<file path="config.mk">
export PLATFORM = sky130hd
export DESIGN_NAME = channel_scan_ctrl
export DESIGN_NICKNAME = d
export VERILOG_FILES = /design/src/rtl/channel_scan_ctrl.sv
export SDC_FILE = /design/constraint.sdc
export NUM_CORES = 1
export LEC_CHECK = 0
export CAP_MARGIN = 20
export CORE_MARGIN = 2
export CORE_UTILIZATION = 40
export DETAILED_ROUTE_END_ITERATION = 12
export SLEW_MARGIN = 20
export SYNTH_ARGS = -nofsm -noshare
export SYNTH_HDL_FRONTEND = slang
export SYNTH_SLANG_ARGS = --single-unit
</file>
<file path="constraint.sdc">
create_clock -name CLK -period 4.5 [get_ports CLK]
set_input_delay 0.9 -clock CLK [delete_from_list [all_inputs] [get_ports CLK]]
set_output_delay 0.9 -clock CLK [all_outputs]
set_load 0.01 [all_outputs]
</file>
<file path="src/rtl/channel_scan_ctrl.sv">
// channel_scan_ctrl
//   Sequencer for a downstream 4-to-1 2-bit data selector. It walks the
//   enabled channels in ascending order and holds each one for DWELL cycles
//   with the selector enabled. Every channel change gets one blanking cycle
//   with the selector disabled, so the output Y never shows a mix of two
//   channels. A SAMPLE strobe marks the last enabled cycle of each visit,
//   which tells the consumer when to latch Y.
//
// Parameters
//   DWELL  cycles EN is held low per channel visit (1 .. 2**CNT_W-1)
//   CNT_W  width of the dwell counter
//
// Ports
//   CLK     in   1  clock, rising edge
//   RST     in   1  synchronous active-high reset
//   START   in   1  begin a sweep (only looked at while idle)
//   STOP    in   1  abort the sweep (only looked at while busy)
//   MODE    in   1  0 = single sweep, 1 = continuous sweeps
//   MASK    in   4  channel enables, bit n = channel n
//   S       out  2  selector channel
//   EN      out  1  selector enable, active low
//   SAMPLE  out  1  pulse in the last dwell cycle of each visit
//   BUSY    out  1  high whenever not idle
//   DONE    out  1  pulse when a single sweep completes normally
module channel_scan_ctrl #(
   parameter int DWELL = 4,
   parameter int CNT_W = 4
) (
   input  logic       CLK,
   input  logic       RST,
   input  logic       START,
   input  logic       STOP,
   input  logic       MODE,
   input  logic [3:0] MASK,
   output logic [1:0] S,
   output logic       EN,
   output logic       SAMPLE,
   output logic       BUSY,
   output logic       DONE
);

   typedef enum logic [1:0] {
      ST_IDLE,
      ST_BLANK,
      ST_DWELL
   } state_t;

   localparam logic [CNT_W-1:0] LAST = CNT_W'(DWELL - 1);

   state_t           state;
   state_t           state_n;
   logic [CNT_W-1:0] cnt;
   logic [CNT_W-1:0] cnt_n;
   logic [3:0]       mask_q;
   logic [3:0]       mask_n;
   logic             mode_q;
   logic             mode_n;
   logic [1:0]       s_n;
   logic             en_n;
   logic             sample_n;
   logic             busy_n;
   logic             done_n;
   logic [2:0]       above;

   // Lowest set bit of a mask; callers only use it with a non-zero mask.
   function automatic logic [1:0] lowest_set(input logic [3:0] m);
      lowest_set = 2'd0;
      for (int i = 3; i >= 0; i--) begin
         if (m[i]) lowest_set = 2'(i);
      end
   endfunction

   // Next set bit strictly above the current channel; MSB flags that one exists.
   function automatic logic [2:0] next_above(input logic [3:0] m, input logic [1:0] cur);
      next_above = 3'b000;
      for (int i = 3; i >= 0; i--) begin
         if (m[i] && (i > int'(cur))) next_above = {1'b1, 2'(i)};
      end
   endfunction

   assign above = next_above(mask_q, S);

   // State, counter, captured configuration and every output are registered
   // together, so the selector sees S and EN change on the same edge and the
   // blanking cycle is exactly the cycle in which S moves.
   always_ff @(posedge CLK) begin
      if (RST) begin
         state  <= ST_IDLE;
         cnt    <= '0;
         mask_q <= 4'b0000;
         mode_q <= 1'b0;
         S      <= 2'd0;
         EN     <= 1'b1;
         SAMPLE <= 1'b0;
         BUSY   <= 1'b0;
         DONE   <= 1'b0;
      end else begin
         state  <= state_n;
         cnt    <= cnt_n;
         mask_q <= mask_n;
         mode_q <= mode_n;
         S      <= s_n;
         EN     <= en_n;
         SAMPLE <= sample_n;
         BUSY   <= busy_n;
         DONE   <= done_n;
      end
   end

   // Next-state and next-output logic. The outputs computed here describe
   // the cycle being entered: EN goes low only when entering a dwell cycle,
   // and SAMPLE is raised when the counter being entered is the final one.
   // STOP is tested before the end-of-visit decision so an abort never
   // produces DONE or a channel advance.
   always_comb begin
      state_n  = state;
      cnt_n    = cnt;
      mask_n   = mask_q;
      mode_n   = mode_q;
      s_n      = S;
      en_n     = 1'b1;
      sample_n = 1'b0;
      done_n   = 1'b0;

      case (state)
         ST_IDLE: begin
            cnt_n = '0;
            if (START && (MASK != 4'b0000)) begin
               mask_n  = MASK;
               mode_n  = MODE;
               s_n     = lowest_set(MASK);
               state_n = ST_BLANK;
            end
         end

         ST_BLANK: begin
            cnt_n = '0;
            if (STOP) begin
               state_n = ST_IDLE;
            end else begin
               state_n  = ST_DWELL;
               en_n     = 1'b0;
               sample_n = (LAST == '0);
            end
         end

         ST_DWELL: begin
            if (STOP) begin
               state_n = ST_IDLE;
               cnt_n   = '0;
            end else if (cnt == LAST) begin
               cnt_n = '0;
               if (above[2]) begin
                  s_n     = above[1:0];
                  state_n = ST_BLANK;
               end else if (mode_q) begin
                  s_n     = lowest_set(mask_q);
                  state_n = ST_BLANK;
               end else begin
                  state_n = ST_IDLE;
                  done_n  = 1'b1;
               end
            end else begin
               cnt_n    = cnt + 1'b1;
               en_n     = 1'b0;
               sample_n = (cnt_n == LAST);
            end
         end

         default: begin
            state_n = ST_IDLE;
            cnt_n   = '0;
         end
      endcase

      busy_n = (state_n != ST_IDLE);
   end

endmodule

</file>
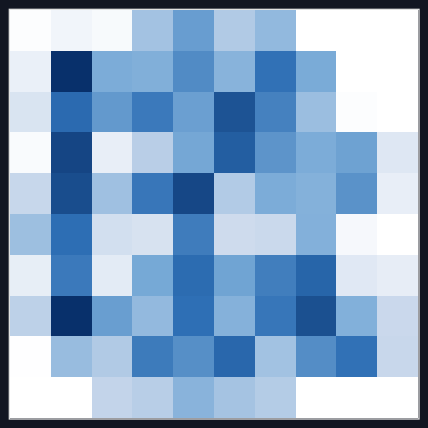
Run 1: local utilization
Drawn at 8 px/um. 10 x 10 tiles, from white (low) to dark blue (high), 0 to 100% covered.
The mean over all tiles is 40%. 13% of the tiles are over 75% full. The fullest tile reaches 100%. The emptiest ninth of the die: top right.
Core Util at FP: 0.4118
Core ar.: 0.002148 mm2
Core Util, Final: 0.5038

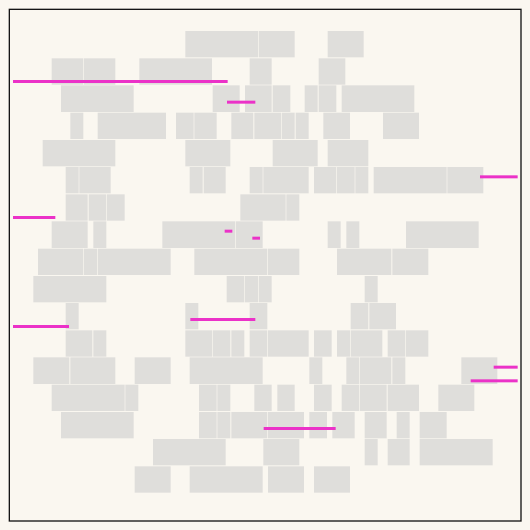
Run 1: metal 3
Drawn at 10 px/um. Cells faint in the background.
The wires run mostly horizontal. The layer holds 3.2% of the routed length.

==> results.sh, run 1 <==
# source this file to load flow results
export IMPL_p_sw_frac=0.2878
export IMPL_ys_cells=103
export IMPL_clk_pin_slew_ns=0.10
export IMPL_clock_latency_late_pin_ns=0.29
export IMPL_stdcell_area_mm2=0.001082
export IMPL_ys_seq_frac=0.3847
export IMPL_tightestPinTransition_ns=0.3525
export IMPL_gp_congestion=0.7773
export IMPL_grtUsageMet2=0.2857
export IMPL_drtAntennaViolNets=0
export IMPL_netlist_instances=103
export IMPL_fp_nets=118
export IMPL_grt_use_met3=0.03509
export IMPL_clkbuf_count=4
export IMPL_wl_per_cell_um=12.11
export IMPL_grt_max_degree=10
export IMPL_async_reset_ff_frac=0
export IMPL_io_pins=15
export IMPL_openroad_warnings=30
export IMPL_adder_share=0.08487
export IMPL_holdPathEnd="cnt[0]$_SDFF_PP0_"
export IMPL_synth_top_cells_by_count="dfxtp_1 (17), a21oi_1 (10), inv_1 (10)"
export IMPL_status="completed"
export IMPL_dr_pass1_iters=4
export IMPL_clock_path_buffers=2
export IMPL_cts_tree="built"
export IMPL_fin_crit_sh=0.4892
export IMPL_place_ws_ns=2.030
export IMPL_simple_gate_share=0.2136
export IMPL_fp_dieW_um=51.03
export IMPL_max_cap_violations=0
export IMPL_worstSetupEndpointType="output pin"
export IMPL_n_tap_cell=28
export IMPL_ff_latch_area_um2=340.3
export IMPL_hold_class="reg2reg"
export IMPL_yosys_area_share_aoi=0.2178
export IMPL_xor_area_frac=0.02970
export IMPL_drive_above_1_share=0.07500
export IMPL_synth_area_um2=884.6
export IMPL_grt_busiest_layer="met2"
export IMPL_slowest_stage="clkdlybuf4s50_1"
export IMPL_whs_ns=0.4923
export IMPL_synth_top_cell_by_area="dfxtp_1"
export IMPL_max_freq_ghz=0.4543
export IMPL_cp_start_kind="register"
export IMPL_portBuffers=14
export IMPL_slew_viol_final=0
export IMPL_hpwl_um=1460
export IMPL_finalHoldViolCount=0
export IMPL_drt_first_iter_violations=8
export IMPL_period_needed_ns=2.201
export IMPL_combinationalPowerShare=0.221
export IMPL_p_leak_nw=0.4163
export IMPL_max_slew_margin=0.7650
export IMPL_dp_cells=144
export IMPL_p_per_area_mw_per_mm2=299.0
export IMPL_ff_type="dfxtp_1"
export IMPL_sh_comb_area=0.4647
export IMPL_grt_total_usage=0.1690
export IMPL_hold_depth=1
export IMPL_cts_sinks=17
export IMPL_wl_met3_um=56
export IMPL_synth_area_per_cell_um2=8.588
export IMPL_powerComb_w=0.0000715
export IMPL_power_leader="sequential cells"
export IMPL_power_switching_w=0.00009314
export IMPL_die_height_um=51.03
export IMPL_mux_share=0.02263
export IMPL_final_setup_tns_ns=0
export IMPL_slowest_delay_ns=0.57
export IMPL_syn_to_final_growth_pct=22.35
export IMPL_p_int_w=0.0002305
export IMPL_cp_num_cells=1
export IMPL_r2r_slack_ns=2.64
export IMPL_irDropWorstVdd_uv=175.9
export IMPL_buffer_area_frac=0.1295
export IMPL_critical_path_required_ns=3.60
export IMPL_yosysUniqueCellTypes=31
export IMPL_yosys_area_um2=884.6
export IMPL_yosys_warnings=0
export IMPL_seq_power_w=0.000169
export IMPL_yosys_top_cells_area="dfxtp_1 (38%), ha_1 (8.5%), a21oi_1 (5.7%)"
export IMPL_clkPwrFrac=0.258
export IMPL_cts_root_buffer="clkbuf_4"
export IMPL_nNetsFinal=136
export IMPL_yosysTopAreaCellShare=0.3847
export IMPL_largestRegisters="cnt: 4 flops, mask_q: 4 flops"
export IMPL_via_per_inst=5.216
export IMPL_setup_viol=0
export IMPL_crit_path_cell_trace="clkdlybuf4s50_1"
export IMPL_fin_skew_ns=0.006803
export IMPL_met2RoutedLength_um=894
export IMPL_highest_layer="met4"
export IMPL_n_all_buffers=14
export IMPL_grt_pass1_vias=731
export IMPL_clk_share=0.02428
export IMPL_fill_cells=211
export IMPL_cts_setup_buffers=0
export IMPL_row_count=17
export IMPL_rr_worst_depth=7
export IMPL_cts_htree_levels=1
export IMPL_drt_met1_wl_um=805
export IMPL_comb_area_um2=503.0
export IMPL_antenna_found_initial=0
export IMPL_crit_fanout=6
export IMPL_seq_area_frac=0.3144
export IMPL_pwr_share_seq=0.522
export IMPL_cp_endpoint="S[0]"
export IMPL_path_buffers=1
export IMPL_enable_flop_cells=0
export IMPL_topCombFamilyByArea="AND-OR/OR-AND gates"
export IMPL_crit_type="reg2out"
export IMPL_placed_area_mm2=0.001056
export IMPL_r2r_end="S[1]$_SDFFE_PP0P_"
export IMPL_hold_buffers=0
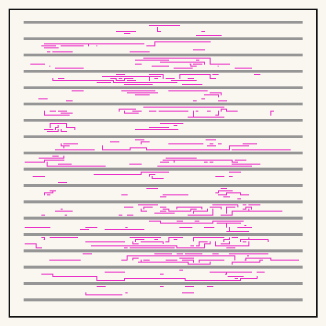
Run 1: signal wires on met1
Drawn at 6 px/um. Supply wires on this layer in grey.
The longest straight run is 18.0 um. The wires run mostly horizontal. The layer holds 45% of the routed length. The layer carries 805 um of wire.
detailed-route via count: 772
M1 GR Usage: 0.2029
final WL: 1792 um

Run 1, clock nets:
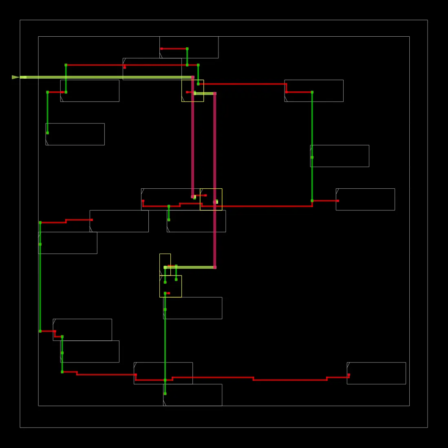

==> run 1 -> run 2 <==
clock period = 2.2 ns   (was 4.5 ns; I/O delays follow)
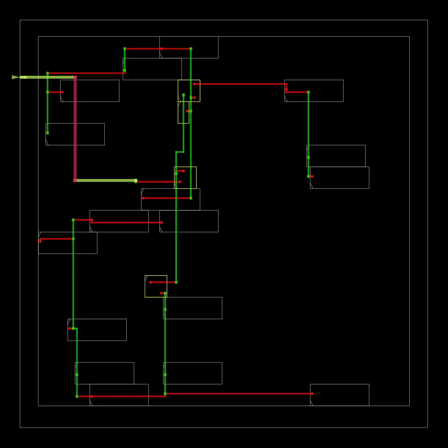
Run 2: clock nets
Sink Count: 17
clock-net power: 0.000165 W
clock skew: 0.002869 ns

==> results.sh, run 2 <==
# source this file to load flow results
export IMPL_openroad_warnings=30
export IMPL_die_height_um=51.03
export IMPL_slew_viol_final=0
export IMPL_final_setup_tns_ns=0
export IMPL_ys_cells=103
export IMPL_simple_gate_share=0.2136
export IMPL_powerComb_w=0.000146
export IMPL_vias=762
export IMPL_seq_power_w=0.000345
export IMPL_met2RoutedLength_um=940
export IMPL_worstSetupEndpointType="register"
export IMPL_largestRegisters="cnt: 4 flops, mask_q: 4 flops"
export IMPL_combinationalPowerShare=0.223
export IMPL_p_sw_frac=0.2819
export IMPL_setup_viol=0
export IMPL_yosys_area_um2=884.6
export IMPL_holdPathEnd="mask_q[0]$_SDFFE_PP0P_"
export IMPL_seq_area_frac=0.3144
export IMPL_clock_latency_late_pin_ns=0.28
export IMPL_n_all_buffers=14
export IMPL_cp_num_cells=7
export IMPL_use_met1=0.1886
export IMPL_grt_use_met3=0.01754
export IMPL_p_per_area_mw_per_mm2=606.7
export IMPL_ff_latch_area_um2=340.3
export IMPL_ff_type="dfxtp_1"
export IMPL_via_per_inst=5.149
export IMPL_clk_share=0.02428
export IMPL_dp_cells=144
export IMPL_postLayoutCoreUtil=0.5038
export IMPL_r2r_slack_ns=0.36
export IMPL_synth_area_per_cell_um2=8.588
export IMPL_fin_crit_sh=0.8370
export IMPL_ys_seq_frac=0.3847
export IMPL_rr_worst_depth=7
export IMPL_r2r_end="S[1]$_SDFFE_PP0P_"
export IMPL_power_leader="sequential cells"
export IMPL_dr_pass1_iters=4
export IMPL_drtAntennaViolNets=0
export IMPL_hpwl_um=1455
export IMPL_core_area_mm2=0.002148
export IMPL_mux_share=0.02263
export IMPL_io_pins=15
export IMPL_fp_nets=118
export IMPL_buffer_area_frac=0.1295
export IMPL_fill_cells=216
export IMPL_crit_type="reg2reg"
export IMPL_crit_path_cell_trace="inv_1 > ha_1 > nand2b_1 > a21boi_2 > a311oi_2 > a31oi_1 > o21a_1"
export IMPL_netlist_instances=103
export IMPL_synth_area_um2=884.6
export IMPL_yosysTopAreaCellShare=0.3847
export IMPL_adder_share=0.08487
export IMPL_wl_um=1782
export IMPL_wl_met3_um=31
export IMPL_antenna_found_initial=0
export IMPL_hold_buffers=0
export IMPL_clk_pin_slew_ns=0.10
export IMPL_fp_dieW_um=51.03
export IMPL_status="completed"
export IMPL_irDropWorstVdd_uv=369.6
export IMPL_synth_top_cells_by_count="dfxtp_1 (17), a21oi_1 (10), inv_1 (10)"
export IMPL_cts_setup_buffers=0
export IMPL_row_count=17
export IMPL_placed_area_mm2=0.001056
export IMPL_slowest_stage="dfxtp_1"
export IMPL_yosys_area_share_aoi=0.2178
export IMPL_slowest_delay_ns=0.40
export IMPL_max_slew_margin=0.7732
export IMPL_period_needed_ns=1.841
export IMPL_max_freq_ghz=0.5431
export IMPL_grt_max_degree=10
export IMPL_clkbuf_count=4
export IMPL_grt_pass1_vias=762
export IMPL_nNetsFinal=136
export IMPL_drt_first_iter_violations=5
export IMPL_yosys_warnings=0
export IMPL_hold_class="reg2reg"
export IMPL_wl_per_cell_um=12.04
export IMPL_fp_utilization=0.4118
export IMPL_drt_met1_wl_um=796
export IMPL_tightestPinTransition_ns=0.3402
export IMPL_finalHoldViolCount=0
export IMPL_grt_busiest_layer="met2"
Run 2, clock distribution:
Drawn at 8 px/um.
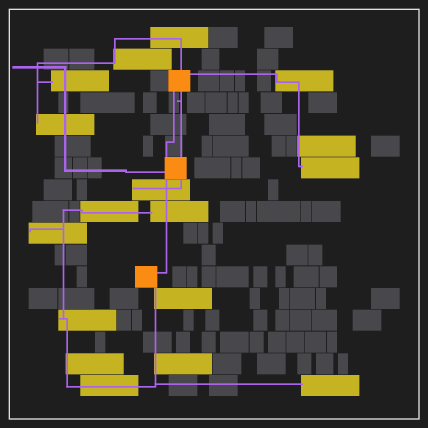

==> run 2 -> run 3 <==
clock period = 1.8 ns   (was 2.2 ns; I/O delays follow)
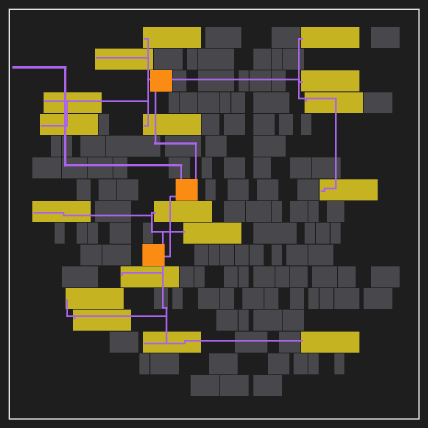
Run 3: clock distribution
Drawn at 8 px/um.
Key: orange = cells driving clock nets [count 3]; yellow = flip-flops [count 17]; purple = clock wires [length 226 um]
There are 4 routed clock nets. Position of the flops: spread over the die.
Clk pwr share: 0.240
clock-net power: 0.000201 W
clk_lat worst skew: 0.28 ns
clock skew: 0.001863 ns

==> results.sh, run 3 <==
# source this file to load flow results
export IMPL_status="completed"
export IMPL_largestRegisters="cnt: 4 flops, mask_q: 4 flops"
export IMPL_comb_area_um2=509.2
export IMPL_hpwl_um=1547
export IMPL_power_leader="sequential cells"
export IMPL_combinationalPowerShare=0.259
export IMPL_yosysTopAreaCellShare=0.3847
export IMPL_p_sw_frac=0.2803
export IMPL_largestClassByArea="multi-input combinational cells"
export IMPL_yosysUniqueCellTypes=31
export IMPL_cts_htree_levels=1
export IMPL_openroad_warnings=30
export IMPL_worstSetupEndpointType="register"
export IMPL_powerComb_w=0.000218
export IMPL_ff_type="dfxtp_1"
export IMPL_max_slew_margin=0.7836
export IMPL_tightestPinTransition_ns=0.3247
export IMPL_grt_use_met3=0.04094
export IMPL_vias=839
export IMPL_cts_sinks=17
export IMPL_clk_pin_slew_ns=0.10
export IMPL_p_int_w=0.0006037
export IMPL_netlist_instances=103
export IMPL_yosys_warnings=0
export IMPL_ys_seq_frac=0.3847
export IMPL_period_needed_ns=1.669
export IMPL_r2r_end="S[1]$_SDFFE_PP0P_"
export IMPL_use_met1=0.1769
export IMPL_p_per_area_mw_per_mm2=694.0
export IMPL_setup_viol=0
export IMPL_slowest_delay_ns=0.35
export IMPL_ys_cells=103
export IMPL_finalHoldViolCount=0
export IMPL_crit_path_cell_trace="inv_1 > ha_1 > nand2b_1 > a21boi_2 > a311oi_2 > a31oi_1 > o21a_1"
export IMPL_cp_endpoint="S[1]$_SDFFE_PP0P_"
export IMPL_drt_first_iter_violations=24
export IMPL_placed_area_mm2=0.001176
export IMPL_grt_busiest_layer="met2"
export IMPL_via_per_inst=5.116
export IMPL_drtAntennaViolNets=0
export IMPL_wl_um=1879
export IMPL_dr_pass1_iters=4
export IMPL_seq_area_frac=0.2816
export IMPL_seq_power_w=0.000420
export IMPL_pwr_share_seq=0.501
export IMPL_drt_met1_wl_um=852
export IMPL_adder_share=0.08487
export IMPL_wl_met3_um=76
export IMPL_slowest_stage="a311oi_2"
export IMPL_met2RoutedLength_um=938
export IMPL_final_setup_tns_ns=0
export IMPL_lay_top_cells="dfxtp_1 (17), buf_4 (16), clkdlybuf4s50_1 (14), inv_1 (10), a21oi_1 (10)"
export IMPL_clkbuf_count=4
export IMPL_fill_cells=202
export IMPL_grt_max_degree=10
export IMPL_holdPathEnd="mask_q[0]$_SDFFE_PP0P_"
export IMPL_finalNonFillerCells=164
export IMPL_synth_top_cells_by_count="dfxtp_1 (17), a21oi_1 (10), inv_1 (10)"
export IMPL_buffer_area_frac=0.2153
export IMPL_yosys_area_um2=884.6
export IMPL_rr_worst_depth=7
export IMPL_nNetsFinal=152
export IMPL_crit_type="reg2reg"
export IMPL_synth_area_um2=884.6
export IMPL_wl_per_cell_um=11.46
export IMPL_irDropWorstVdd_uv=402.5
export IMPL_cts_setup_buffers=0
export IMPL_fp_dieW_um=51.03
export IMPL_crit_start="state[0]$_SDFF_PP0_"
export IMPL_simple_gate_share=0.2136
export IMPL_fp_nets=118
export IMPL_path_buffers=1
export IMPL_n_all_buffers=30
export IMPL_rsz0062_at_grt="no"
export IMPL_io_pins=15
export IMPL_max_freq_ghz=0.5993
export IMPL_row_count=17
export IMPL_dp_cells=160
export IMPL_slew_viol_final=0
export IMPL_grt_pass1_wl_um=3105
export IMPL_core_area_mm2=0.002148
export IMPL_postLayoutCoreUtil=0.5626
export IMPL_cp_num_cells=7
export IMPL_fp_utilization=0.4118
export IMPL_die_height_um=51.03
export IMPL_hold_buffers=0
export IMPL_ff_latch_area_um2=340.3
export IMPL_r2r_slack_ns=0.13
export IMPL_place_ws_ns=-0.05879
export IMPL_grt_pass1_vias=783
export IMPL_antenna_found_initial=0
export IMPL_yosys_area_share_aoi=0.2178
export IMPL_hold_class="reg2reg"
export IMPL_fin_crit_sh=0.9271
export IMPL_ctsResizeCount=0
export IMPL_hold_depth=2
export IMPL_clk_share=0.02174
export IMPL_synth_area_per_cell_um2=8.588
Power figures rest on the tool's default switching activity, not on a simulated workload.
